Design memory_cycle, sky130hd; sources not shown.
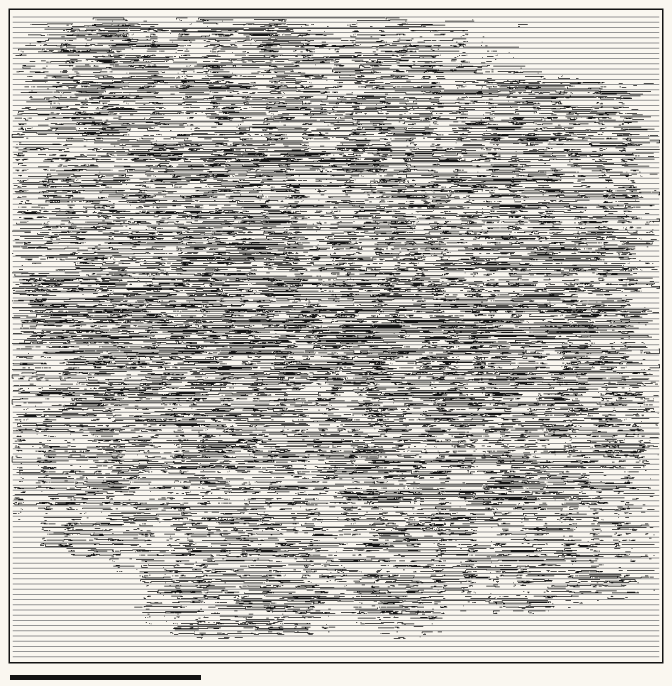
*Metal 1*
Bar = 100 um. Supply wires on this layer in grey.
- main direction: horizontal
- wire length on this layer: 69.0 mm
- nets with wire on the layer: 4,432
- share of all routed wire: 40%
- longest straight run: 112 um
met1 usage in global routing: 39.0%
detailed-route wire length: 172,000 um
total via count after detailed routing: 36,900

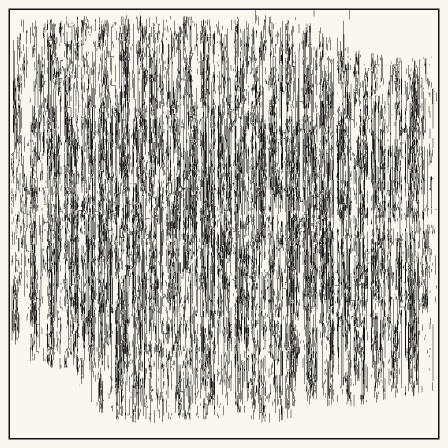
*The metal 2 layer*
- longest straight run: 118 um
- share of all routed wire: 47%
- main direction: vertical
- wire length on this layer: 81.2 mm
met2 global-route usage: 46.7%

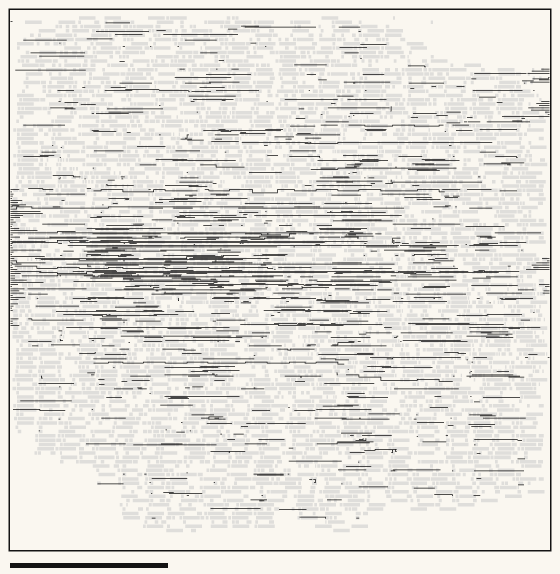
*Met3 routing*
Bar = 100 um. Cells faint in the background.
- wire length on this layer: 14,700 um
- main direction: horizontal
- nets with wire on the layer: 480
met3 track demand over resource: 6.42%

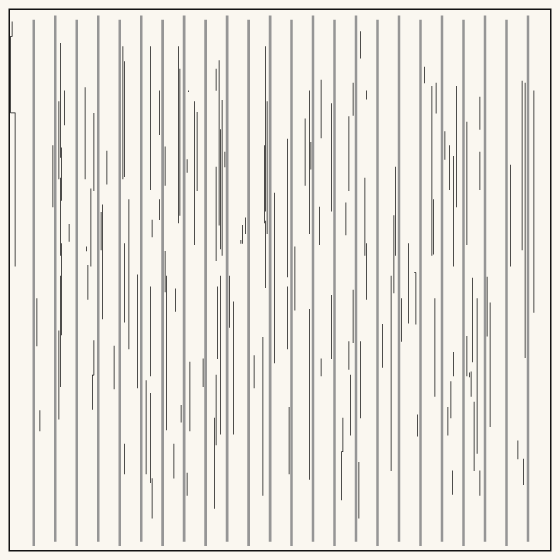
*Signal wires on met4*
Supply wires on this layer in grey.
- nets with wire on the layer: 107
- wire length on this layer: 6,580 um
- main direction: vertical
- longest straight run: 173 um
- share of all routed wire: 3.8%

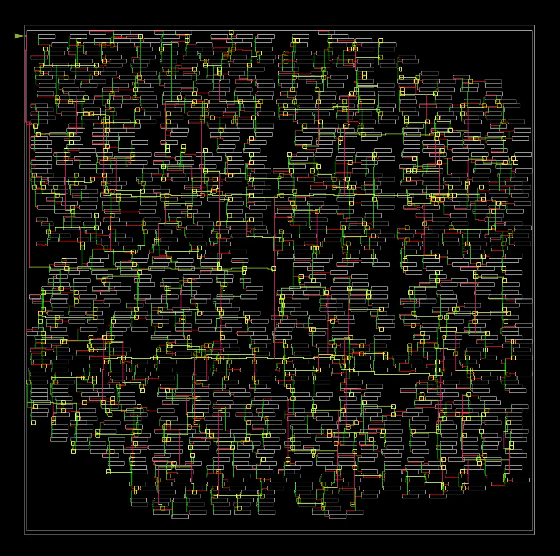
*The clock network*
TritonCTS Buffers: 340
clk sink count: 1,240
Clock Skew: 0.0911 ns
clock tree buffer count of the final layout: 512

==> results.txt <==
Physical design

Looking at the critical path, the single cell with the biggest stage delay is nor4bb_1. The total of hold buffers inserted after clock tree synthesis stands at 5. Summing the areas of all compound-gate instances in the mapped netlist gives 9.12% of the synthesized area. The pin count of the biggest net entering global routing stands at 75. The depth of the critical timing path with buffers and inverters included stands at 9. Per the area breakdown, the dominant cell category is sequential cells. The synthesis warning total stands at 0.

In the Yosys report the total cell count is 4,342. Setup slack on the critical path of the routed design comes to 0.910 ns. The maximum resistive drop on vdd stands at 0.225 mV. The detailed router put a total of 69,000 um of wire on met1.

The total number of sequential cells stands at 1,240. The die is 341 um tall. The final period demand of the worst path stands at 3.69 ns. The maximum buffer depth of the clock tree stands at 4.

For reference, the top cells by area after synthesis are edfxtp_1 (64%), and2_1 (13%), mux2i_1 (5.1%), a221oi_1 (1.8%), clkbuf_1 (1.7%). The area of placed instances stands at 0.0603 sq mm. Per the placement log, port buffering inserted 88 buffers. In this run, synthesis produced a sequential element count of roughly 1,200. Before any placement, the netlist area is recorded as 0.0574 sq mm. The final core utilization stands at 57.1%. The setup slack on the worst flop-to-flop path stands at 1.79 ns. The worst hold path belongs to the class in -> reg. The critical-path maximum fanout stands at 31.

In the layout the commonest cells are and2_1 (1,222), edfxtp_1 (1,216), clkbuf_4 (512). Summing all flip-flop and latch instances after layout gives ~0.037 sq mm. The well tap count stands at 1,500. In this run the layout overhead on the synthesized area is reported as 12.4%. Global routing put the most usage on met2. The final count of negative-setup-slack endpoints stands at 0. The flow ran to the end, and the final reports show no timing, DRC or antenna violations. The top-area cell type share of the netlist area stands at 63.6%. Counting instances, the worst hold path has a depth of 3. The combinational fraction of design power stands at a little over 8%. The initial detailed-routing violation count stands at approximately 3,700. Signal routing reaches up to met5. The synthesis run identifies the leading combinational cell family as simple AND/OR/NAND/NOR gates. The total nets after synthesis stands at 4,388. The power density of the placed cells stands at ~390 mW/mm^2. The synthesis run shows the most used standard cells to be and2_1 (1,223), edfxtp_1 (1,216), mux2i_1 (295). Summed over all nets, the switching power comes to 6.11 mW. Listed in order, past its start point the critical path passes dlygate4sd3_1, buf_2, nand2b_4, buf_4, o22ai_1, o31ai_1, o2111ai_1, nor4bb_1, o21ai_0. The final routed wire length divided by cell count stands at between 20 and 30 um. The XOR/XNOR share of the synthesized area stands at 0%. The biggest cell delay along the critical path stands at between 0.7 and 0.8 ns. The max-cap violation count stands at 0. The post-synth count of flops with an enable pin is 1,216. In the log, the iteration count for the first detailed-route pass is 5.

Of the total standard cell area in the layout, the multi-input combinational portion is 28.5%.
No activity file was given, so power comes from the tool's default toggle rates.
